$ cat src/rtl/mux_sched_pkg.sv
`default_nettype none
// +----------------------------------------------------------------------+
// | mux_sched_pkg : shared types and constants for the RR output mux.    |
// | Revision: 1.0                                                        |
// +----------------------------------------------------------------------+
package mux_sched_pkg;

  localparam int NREQ = 4;
  localparam int IDXW = 2;

  typedef enum logic [1:0] {
    IDLE  = 2'd0,
    GRANT = 2'd1,
    GAP   = 2'd2
  } state_t;

  function automatic logic [NREQ-1:0] onehot(input logic [IDXW-1:0] i);
    logic [NREQ-1:0] v;
    v    = '0;
    v[i] = 1'b1;
    return v;
  endfunction

endpackage
`default_nettype wire

$ cat src/rtl/rr_picker.sv
`default_nettype none
// +----------------------------------------------------------------------+
// | rr_picker : first set request at or after ptr, wrapping modulo 4.    |
// | Revision: 1.0                                                        |
// +----------------------------------------------------------------------+
module rr_picker
  import mux_sched_pkg::*;
(
  input  logic [NREQ-1:0] req,
  input  logic [IDXW-1:0] ptr,
  output logic            any,
  output logic [IDXW-1:0] idx
);

  logic [IDXW-1:0] j;

  // Scan from the farthest offset down so the nearest hit is written last.
  always_comb begin
    any = |req;
    idx = ptr;
    j   = '0;
    for (int k = NREQ - 1; k >= 0; k--) begin
      j = ptr + IDXW'(k);
      if (req[j]) idx = j;
    end
  end

endmodule
`default_nettype wire

$ cat src/rtl/mux_rr_sched.sv
`default_nettype none
// +----------------------------------------------------------------------+
// | mux_rr_sched : manual or round-robin dwell-limited shared output mux.|
// | Revision: 1.0                                                        |
// +----------------------------------------------------------------------+
module mux_rr_sched
  import mux_sched_pkg::*;
#(
  parameter int DWELL = 4,
  parameter int W     = 2
) (
  input  logic              clk,
  input  logic              rst,
  input  logic              mode,
  input  logic [IDXW-1:0]   man_sel,
  input  logic [NREQ-1:0]   req,
  input  logic [NREQ*W-1:0] x,
  output logic [NREQ-1:0]   grant,
  output logic [IDXW-1:0]   sel,
  output logic [W-1:0]      f,
  output logic              valid
);

  state_t          state;
  logic [IDXW-1:0] ptr;
  logic [7:0]      cnt;
  logic            pick_any;
  logic [IDXW-1:0] pick_idx;

  rr_picker u_picker (
    .req (req),
    .ptr (ptr),
    .any (pick_any),
    .idx (pick_idx)
  );

  function automatic logic [W-1:0] slice(input logic [NREQ*W-1:0] v,
                                         input logic [IDXW-1:0]   i);
    return v[int'(i)*W +: W];
  endfunction

  always_ff @(posedge clk) begin
    if (rst) begin
      state <= IDLE;
      ptr   <= '0;
      cnt   <= '0;
      sel   <= '0;
      f     <= '0;
      grant <= '0;
      valid <= 1'b0;
    end else begin
      case (state)
        GRANT: begin
          if (cnt == 8'd0 || !req[sel]) begin
            state <= GAP;
            ptr   <= sel + 2'd1;
            grant <= '0;
            valid <= 1'b0;
          end else begin
            cnt   <= cnt - 8'd1;
            f     <= slice(x, sel);
          end
        end
        // The edge closing the single GAP cycle is the return to IDLE, so
        // the IDLE decision is taken there; this keeps the off time at one.
        default: begin
          if (!mode) begin
            state <= IDLE;
            sel   <= man_sel;
            f     <= slice(x, man_sel);
            valid <= 1'b1;
            grant <= '0;
          end else if (pick_any) begin
            state <= GRANT;
            sel   <= pick_idx;
            grant <= onehot(pick_idx);
            f     <= slice(x, pick_idx);
            valid <= 1'b1;
            cnt   <= 8'(DWELL - 1);
          end else begin
            state <= IDLE;
            valid <= 1'b0;
            grant <= '0;
          end
        end
      endcase
    end
  end

endmodule
`default_nettype wire

$ cat config.mk
export PLATFORM = sky130hd
export DESIGN_NAME = mux_rr_sched
export DESIGN_NICKNAME = d
export VERILOG_FILES = /design/src/rtl/mux_sched_pkg.sv /design/src/rtl/rr_picker.sv /design/src/rtl/mux_rr_sched.sv
export SDC_FILE = /design/constraint.sdc
export NUM_CORES = 1
export LEC_CHECK = 0
export ABC_AREA = 1
export CORE_ASPECT_RATIO = 0.7
export CORE_MARGIN = 2
export CORE_UTILIZATION = 51
export DETAILED_ROUTE_END_ITERATION = 12
export PLACE_DENSITY = 0.77
export RECOVER_POWER = 50
export SLEW_MARGIN = 25
export SYNTH_ARGS = -nofsm -noshare
export SYNTH_HDL_FRONTEND = slang
export SYNTH_SLANG_ARGS = --single-unit
export TNS_END_PERCENT = 1
$ cat constraint.sdc
create_clock -name clk -period 2.16 [get_ports clk]
set_clock_uncertainty 0.1 [all_clocks]
set_input_delay 0.324 -clock clk [delete_from_list [all_inputs] [get_ports clk]]
set_output_delay 0.324 -clock clk [all_outputs]
set_load 0.05 [all_outputs]
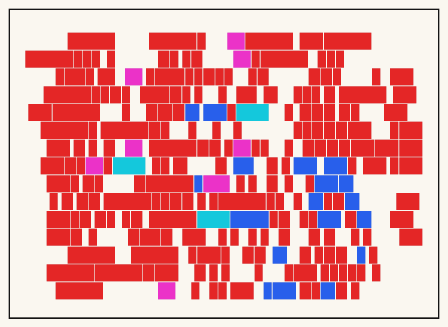
**Above:** drive-strength map.
Key: red = x1 and smaller [cells 215, share 88%]; cyan = x6 and larger [cells 3, share 1.2%]; magenta = x3 and x4 [cells 8, share 3.3%]; blue = x2 [cells 18, share 7.4%]

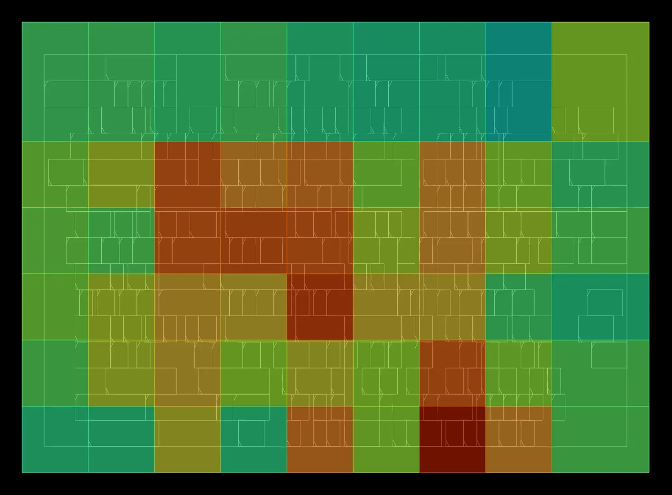
**Above:** routing congestion.
GR Layer Usage met3: 6.47%
busiest grt layer: met2
Routed wire per std cell: 12.2 µm

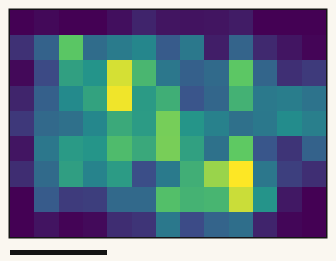
**Above:** wire density map.
Scale bar: 20 µm. 13 x 9 tiles, from dark purple (low) to yellow (high), scaled to the fullest tile. Values are wire area over tile area, all layers added.
The mean over all tiles is 0.18. 27% of the tiles are over half the peak. The densest ninth of the die: center. 11% of the tiles are nearly empty. The emptiest ninth of the die: upper right.
total track usage: 23.8%
vias: 1444
WL final: 3400 µm

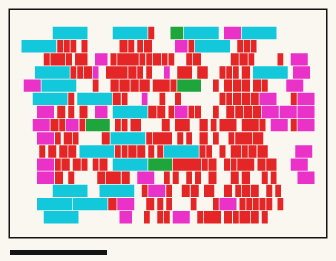
**Above:** cells colored by class.
Scale bar: 20 µm.
Key: cyan = sequential cells [cells 21, share of their area 25%]; green = clock drivers and dummy loads [cells 4, share of their area 2.9%]; red = remaining logic cells [cells 185, share of their area 53%]; magenta = remaining buffers and delay cells [cells 34, share of their area 18%]

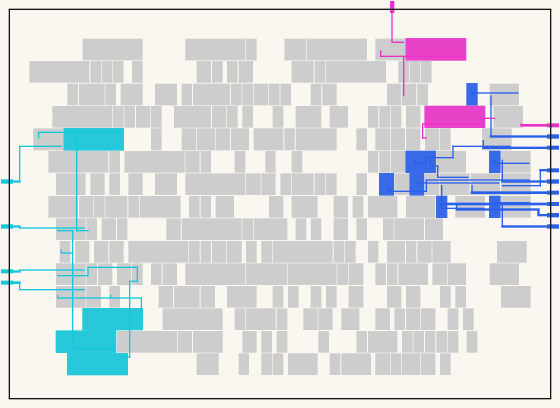
**Above:** wires at chosen ports, followed through buffers.
Key: cyan = `grant` [direction output, edge left, end cells 4, wire 120 µm]; blue = `x` [direction input, edge right, end cells 8, wire 150 µm]; magenta = `f` [direction output, edge 1 top, 1 right, end cells 2, wire 35.2 µm]

==> metrics.yaml <==
run_status:
  status: "completed"
final_layout:
  final_cell_area_um2: 1710
  comb_area_um2: 742
  final_util_pct: 69.0
  final_cells: 278
  final.fill_count: 237
  drive_above_1_share_pct: 11.9
  syn_to_final_growth_pct: 27.4
  regArea_um2: 420
  diodes: 0
detailed_routing:
  antenna_left: 0
  first_pass_iters: 5
  post-route-drc-count: 0
  drt_iter0_drc: 142
final_timing:
  setup_viol: 0
  fin_crit_ns: 2.09
  slew_viol_final: 0
  tns_ns: 0
  whs_ns: 0.366
  worst_slack_ns: 0.0660
  timing.fmax_ghz: 0.478
  fin_crit_sh_pct: 96.9
  hold_viol: 0
  rsz0062_at_grt: "false"
  worst_pin_slew_ns: 0.502
setup_path:
  r2r_slack_ns: 0.24
  crit_buf_inv: 1
  path_delay_family: "buffers and inverters"
  ff2ff_path_depth: 11
  setup.worst_path.class: "flip-flop to output pin"
  startpoint_type: "flip-flop"
  r2r-end: "cnt[7]"
  worstSetupEndpointType: "output pin"
  crit_path_top_delay_cell: "clkdlybuf4s50_1"
  cp_slowest_stage_delay_ns: 0.88
  r2r-start: "sel[1]"
  worstPathRequired_ns: 1.74
  cp.arrival_ns: 1.67
worst_hold_path:
  whs_endpoint: "valid"
  min_delay_path_depth: 2
  hold_path.class: "flip-flop to flip-flop"
  min_from: "valid"
cts:
  cts_htree_levels: 1
  post_cts_buffers: 0
  cts.sinks: 21
  clockBufferDepth: 2
  cts_buffers: 3
  cts_hold_buf: 0
  clock.latency.late_pin_ns: 0.27
  cts-root-buf: "clkbuf_8"
  cts_tree: "yes"
synth:
  syn_avg_cell_area_um2: 6.42
  netlist-cell-type-count: 26
  synth_warnings: 0
  yosysChipArea_um2: 1340
  edf_count: 0
  top_cells_by_count: "nand2_1 (53), inv_1 (36), nand3_1 (30)"
  synth-async-reset-ratio_pct: 0
  ys_seq_share_pct: 31.3
  topCellsByArea: "dfxtp_1 (31%), nand2_1 (15%), nand3_1 (11%)"
  top_area_cell: "dfxtp_1"
  fp_nets: 228
  postSynthCellCount: 209
grt:
  grt_antenna_before_repair: 0
  grt_max_degree: 14
  grt_overflow_total: 0
  grt_pass1_vias: 1316
  grtUsageMet1_pct: 31.6
  grtUsageMet2_pct: 38.6
pwr:
  power_mw: 1.26
  p_per_area_nw_per_um2: 738
  ir_drop_uv: 434
  power.leakage_nw: 0.849
floorplanning:
  chip_area_um2: 3070
  die_w_um: 65.3
  coreArea_um2: 2480
  die-height_um: 46.9
  io_pins: 26
placed_design:
  pre_cts_ws_ns: -0.0489
  dpl_cell_area_um2: 1680
  dp_hpwl_um: 2660
  numPortBuffers: 25
  placedCellCount: 274
run:
  cap_viol_max_count: 0
worst max path at each step:
stage | start | endpoint | slack, ns | cells past startpoint
global placement | req[0] | f[0] | 0.02 | 18
CTS | sel[0] | sel[0] | 0.07 | 1
finish | sel[0] | sel[0] | 0.07 | 1
global route | ptr[1] | f[0] | 0.02 | 15
detailed placement | req[0] | f[0] | -0.05 | 18
floorplan | sel[1] | cnt[7] | 0.22 | 11
cell usage in the layout, fill, tap and decap left out, types with 2 or more instances in the layout:
cell,count
clkdlybuf4s50_1,21
ha_1,2
clkbuf_8,3
xor2_1,2
nand2_1,54
dfxtp_1,21
nand3_2,6
buf_4,6
nor2_1,7
clkbuf_1,3
a21oi_1,15
inv_1,37
nor3_1,2
inv_2,3
nand3_1,29
nand2_2,5
dlygate4sd3_1,4
o21ai_0,12
report_power, final:
group          total (mW)  internal [mW]  switching [mW]  leakage, nW
logic               0.522          0.192           0.331        0.655
clock network       0.273          0.131           0.143       0.0217
registers           0.466          0.430          0.0359        0.173
cell type report:
type	instances	area share, %
Sequential cell	21	24.6
Multi-Input combinational cell	145	43.4
Inverter	40	8.78
Tap cell	34	2.49
Clock inverter	1	0.439
Clock buffer	3	2.41
Timing Repair Buffer	34	17.9
cells by family (layout without fill, tap and decap cells):
group	count (synthesis)	count (layout)	share of synthesized area, %
buffers and inverters	43	78	13.1
adders and majority gates	2	2	1.86
xor gates and xnor gates	3	3	1.96
AOI/OAI and AO/OA	32	32	13.3
DFF	21	21	31.3
and+or+nand+nor	108	108	38.4
flip-flops by register name (all words and copies together), names as in the netlist:
signal  cells
ptr         2
grant       4
state       2
valid       1
f           2
cnt         8
sel         2
routing by layer:
metal	up-vias	wire [µm]
met1	644	1710
li1	734	-
met3	7	251
met2	59	1380
met4	0	56
met5	-	0
Power and IR drop assume default switching activity.
